<file path="src/rtl/uart_apb_stream_bridge.sv">
// uart_apb_stream_bridge: APB master that polls a UART slave's status register,
// drains received bytes onto a stream output and feeds queued stream bytes
// from a small TX FIFO into the UART data register.
module uart_apb_stream_bridge #(
    parameter int unsigned TX_DEPTH = 8,
    parameter int unsigned POLL_GAP = 2
) (
    input  logic       PCLK,
    input  logic       PRESETN,
    input  logic [7:0] s_tdata,
    input  logic       s_tvalid,
    output logic       s_tready,
    output logic [7:0] m_tdata,
    output logic       m_tvalid,
    input  logic       m_tready,
    output logic [4:0] PADDR,
    output logic       PSEL,
    output logic       PENABLE,
    output logic       PWRITE,
    output logic [7:0] PWDATA,
    input  logic [7:0] PRDATA,
    input  logic       PREADY,
    input  logic       PSLVERR,
    output logic [2:0] err_pulse,
    output logic       bus_err
);

    localparam int unsigned PTR_W = (TX_DEPTH > 1) ? $clog2(TX_DEPTH) : 1;
    localparam int unsigned CNT_W = PTR_W + 1;

    localparam logic [4:0] ADDR_TX   = 5'h00;
    localparam logic [4:0] ADDR_RX   = 5'h04;
    localparam logic [4:0] ADDR_STAT = 5'h10;

    // Last value of the gap counter before polling resumes.
    localparam logic [3:0] GAP_LAST = (POLL_GAP == 0) ? 4'd0 : 4'(POLL_GAP - 1);

    typedef enum logic [3:0] {
        IDLE,
        POLL_SETUP,
        POLL_ACCESS,
        DECIDE,
        TX_SETUP,
        TX_ACCESS,
        RX_SETUP,
        RX_ACCESS,
        GAP
    } state_t;

    state_t state;

    logic [7:0]       mem [TX_DEPTH];
    logic [PTR_W-1:0] wr_ptr;
    logic [PTR_W-1:0] rd_ptr;
    logic [CNT_W-1:0] count;
    logic [CNT_W-1:0] count_next;
    logic             push;
    logic             pop;
    logic [1:0]       status_q;   // {RXRDY, TXRDY} from the latest poll
    logic [3:0]       gap_cnt;

    assign push = s_tvalid & s_tready;
    assign pop  = (state == TX_ACCESS) & PREADY;

    // Occupancy after this cycle's push/pop.
    always_comb begin
        count_next = count;
        if (push && !pop) begin
            count_next = count + CNT_W'(1);
        end else if (pop && !push) begin
            count_next = count - CNT_W'(1);
        end
    end

    // FIFO storage; contents are don't-care while the slot is empty.
    always_ff @(posedge PCLK) begin
        if (push) begin
            mem[wr_ptr] <= s_tdata;
        end
    end

    // FIFO pointers, occupancy and registered ready.
    always_ff @(posedge PCLK) begin
        if (!PRESETN) begin
            wr_ptr   <= '0;
            rd_ptr   <= '0;
            count    <= '0;
            s_tready <= 1'b0;
        end else begin
            if (push) begin
                wr_ptr <= wr_ptr + PTR_W'(1);
            end
            if (pop) begin
                rd_ptr <= rd_ptr + PTR_W'(1);
            end
            count    <= count_next;
            s_tready <= (count_next != CNT_W'(TX_DEPTH));
        end
    end

    // Polling FSM with registered APB, stream and pulse outputs.
    always_ff @(posedge PCLK) begin
        if (!PRESETN) begin
            state     <= IDLE;
            PSEL      <= 1'b0;
            PENABLE   <= 1'b0;
            PWRITE    <= 1'b0;
            PADDR     <= '0;
            PWDATA    <= '0;
            m_tvalid  <= 1'b0;
            m_tdata   <= '0;
            err_pulse <= '0;
            bus_err   <= 1'b0;
            status_q  <= '0;
            gap_cnt   <= '0;
        end else begin
            err_pulse <= '0;
            bus_err   <= 1'b0;

            if (m_tvalid && m_tready) begin
                m_tvalid <= 1'b0;
            end

            case (state)
                IDLE: begin
                    state   <= POLL_SETUP;
                    PSEL    <= 1'b1;
                    PENABLE <= 1'b0;
                    PWRITE  <= 1'b0;
                    PADDR   <= ADDR_STAT;
                end

                POLL_SETUP: begin
                    state   <= POLL_ACCESS;
                    PENABLE <= 1'b1;
                end

                POLL_ACCESS: begin
                    if (PREADY) begin
                        status_q  <= PRDATA[1:0];
                        err_pulse <= PRDATA[4:2];
                        bus_err   <= PSLVERR;
                        PSEL      <= 1'b0;
                        PENABLE   <= 1'b0;
                        state     <= DECIDE;
                    end
                end

                DECIDE: begin
                    // Receive has priority, but only into an empty output slot.
                    if (status_q[1] && !m_tvalid) begin
                        state  <= RX_SETUP;
                        PSEL   <= 1'b1;
                        PADDR  <= ADDR_RX;
                        PWRITE <= 1'b0;
                    end else if (status_q[0] && (count != '0)) begin
                        state  <= TX_SETUP;
                        PSEL   <= 1'b1;
                        PADDR  <= ADDR_TX;
                        PWRITE <= 1'b1;
                        PWDATA <= mem[rd_ptr];
                    end else begin
                        state  <= POLL_SETUP;
                        PSEL   <= 1'b1;
                        PADDR  <= ADDR_STAT;
                        PWRITE <= 1'b0;
                    end
                end

                RX_SETUP: begin
                    state   <= RX_ACCESS;
                    PENABLE <= 1'b1;
                end

                RX_ACCESS: begin
                    if (PREADY) begin
                        m_tdata  <= PRDATA;
                        m_tvalid <= 1'b1;
                        bus_err  <= PSLVERR;
                        state    <= POLL_SETUP;
                        PSEL     <= 1'b1;
                        PENABLE  <= 1'b0;
                        PADDR    <= ADDR_STAT;
                        PWRITE   <= 1'b0;
                    end
                end

                TX_SETUP: begin
                    state   <= TX_ACCESS;
                    PENABLE <= 1'b1;
                end

                TX_ACCESS: begin
                    if (PREADY) begin
                        bus_err <= PSLVERR;
                        PENABLE <= 1'b0;
                        PWRITE  <= 1'b0;
                        if (POLL_GAP == 0) begin
                            state <= POLL_SETUP;
                            PSEL  <= 1'b1;
                            PADDR <= ADDR_STAT;
                        end else begin
                            state   <= GAP;
                            PSEL    <= 1'b0;
                            gap_cnt <= '0;
                        end
                    end
                end

                GAP: begin
                    if (gap_cnt == GAP_LAST) begin
                        gap_cnt <= '0;
                        state   <= POLL_SETUP;
                        PSEL    <= 1'b1;
                        PADDR   <= ADDR_STAT;
                    end else begin
                        gap_cnt <= gap_cnt + 4'd1;
                    end
                end

                default: begin
                    state   <= IDLE;
                    PSEL    <= 1'b0;
                    PENABLE <= 1'b0;
                    PWRITE  <= 1'b0;
                end
            endcase
        end
    end

endmodule

</file>
<file path="config.mk">
export PLATFORM = sky130hd
export DESIGN_NAME = uart_apb_stream_bridge
export DESIGN_NICKNAME = d
export VERILOG_FILES = /design/src/rtl/uart_apb_stream_bridge.sv
export SDC_FILE = /design/constraint.sdc
export NUM_CORES = 1
export LEC_CHECK = 0
export ABC_AREA = 1
export CORE_UTILIZATION = 41
export DETAILED_ROUTE_END_ITERATION = 10
export DONT_BUFFER_PORTS = 1
export GPL_TIMING_DRIVEN = 0
export PLACE_DENSITY = 0.59
export SKIP_LAST_GASP = 1
export SLEW_MARGIN = 20
export SYNTH_ARGS = -nofsm -noshare
export SYNTH_HDL_FRONTEND = slang
export SYNTH_SLANG_ARGS = --single-unit
</file>
<file path="constraint.sdc">
create_clock -name PCLK -period 1.4 [get_ports PCLK]
set_input_delay 0.14 -clock PCLK [delete_from_list [all_inputs] [get_ports PCLK]]
set_output_delay 0.14 -clock PCLK [all_outputs]
set_load 0.005 [all_outputs]
</file>
==> summary.txt <==
flow finished, numbers: DP Area 0.00483 mm², Seq pwr share 53.3%, DRC Markers 0, Fmax achieved 692 MHz, CTS H-tree lvls 3, post-synth cell types 30, crit path to PWDATA[5], Iter 0 DRT Violations 280, synthesized cell area 0.00464 mm², CP max stage delay 340 ps, Ant. Diodes 0, clock skew 6.33 ps, Sw Share 25.9%, First-pass DRT Iterations 5, max reg flops 64, vias per inst 5.29, status complete, but fails checks, Final Util 53.7%, Max power group registers, fp_density 42.4%, Fin. Hold Viols 0, most numerous logic cell after layout nor2_1, Post-synth top cells 81 x nor2_1, 68 x nand2_1, 64 x edfxtp_1, well tap count 140, Seq group 0.00371 W, non-clock inverter count 38, ys cells 481, Clock group 0.00229 W, Root Buffer Master clkbuf_16, Die Size 0.0118 mm², pre-CTS setup slack -693 ps, CP Cell Sequence inv_2 > ha_4 > a31oi_4 > nand2_2 > nor2_4 > buf_6 > o211ai_1 > a21oi_1, nets@finish 573, global-route wire length before repair 18.1 mm, Comb power frac 13.9%, HP Class in2reg, Pint 0.00516 W, critical path class reg2reg, worst setup slack after layout -45.9 ps, initial antenna violation count 0, top-count cell post-synth nor2_1, Power Density 1190 mW/mm², worst hold path depth 2, Final setup viols 5, violated checks setup timing, Num CTS Buffers 9, combinational gate area 0.00174 mm², Placed Instances 623, postcts setup bufs 28, Crit Path Max Fanout 3, sequential share of cell area 49.1%, dpl hpwl 7.43 mm, vias in the first global route 3,517, # fillers 944, Pleak 2.13 nW, most frequent logic cells in the routed design 70 x nor2_1, 64 x nand2_1, 64 x edfxtp_1, 37 x dfxtp_1, 37 x a21oi_1, Worst Setup SP count[1], Cells after Synth 481, r2r startpoint count[1], Dominant flop cell edfxtp_1, OpenROAD warning count 31, CP delay by family, top AND-OR/OR-AND gates, RSZ-0062 raised after global routing yes
through the flow:
stage          TNS [ps]  power, W
6_report           -109   0.00697
5_1_grt           -1420   0.00729
4_1_cts           -27.8   0.00698
3_5_place_dp     -38290   0.00449
3_3_place_gp     -35020   0.00448
2_1_floorplan     -4430   0.00432
layer usage:
| metal | global-route usage [%] | vias to the layer above |
|---|---|---|
| li1 | - | 1760 |
| met1 | 25.0 | 1728 |
| met2 | 35.8 | 139 |
| met3 | 5.00 | 21 |
| met4 | 8.30 | 0 |
| met5 | 0 | - |
kinds of logic after synthesis:
kind of cell,synth area share [%]
adders and majority gates,1.62
and+or+nand+nor,19.0
DFF,61.7
AOI/OAI and AO/OA,12.3
xor gates and xnor gates,0.189
buffers and inverters,5.17
other,0.0808
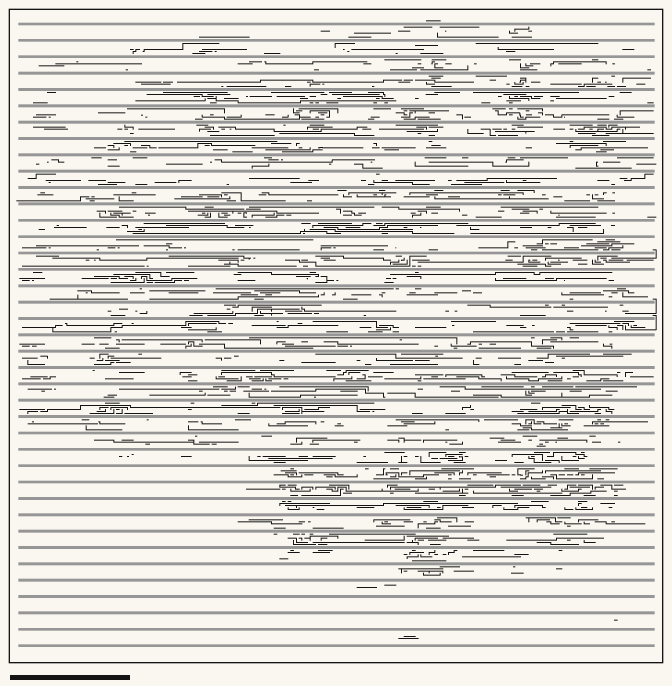
Figure 1: metal 1.
Scale bar: 20 µm. Supply wires on this layer in grey.
main direction: horizontal
longest straight run: 34.5 µm
nets with wire on the layer: 530

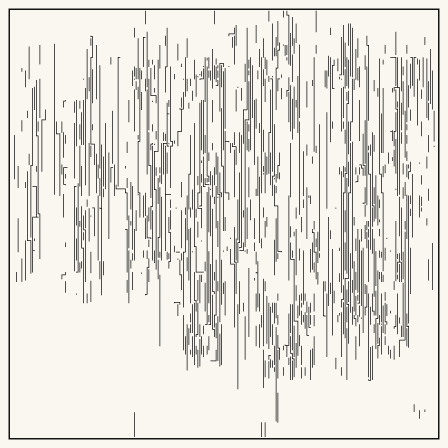
Figure 2: metal 2.
main direction: vertical
share of all routed wire: 49%
nets with wire on the layer: 462
longest straight run: 38.1 µm
Final Routed Wirelength: 11.7 mm
DR vias: 3,648
met2 global-route usage: 35.8%

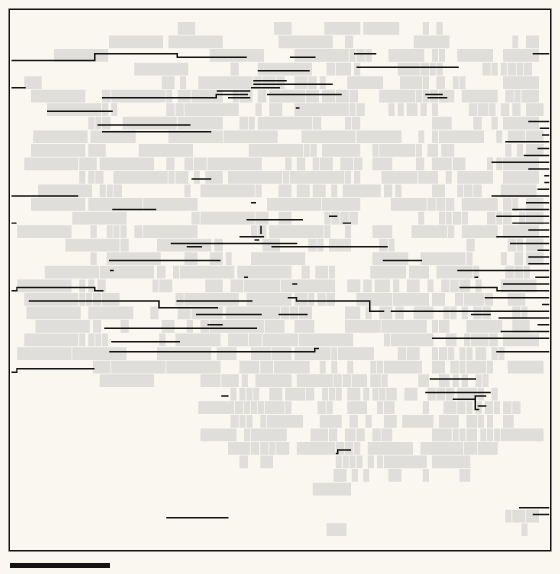
Figure 3: M3 wires.
Scale bar: 20 µm. Cells faint in the background.
longest straight run: 41.1 µm
wire length on this layer: 908 µm
share of all routed wire: 7.8%

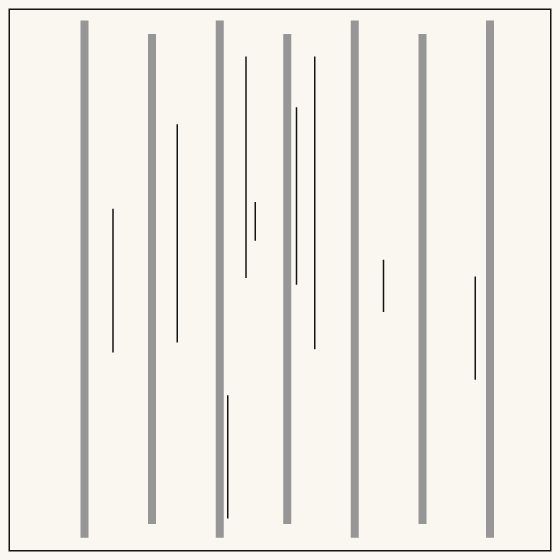
Figure 4: the metal 4 layer.
Supply wires on this layer in grey.
wire length on this layer: 273 µm
share of all routed wire: 2.3%
longest straight run: 58.5 µm

Power and IR drop assume default switching activity.
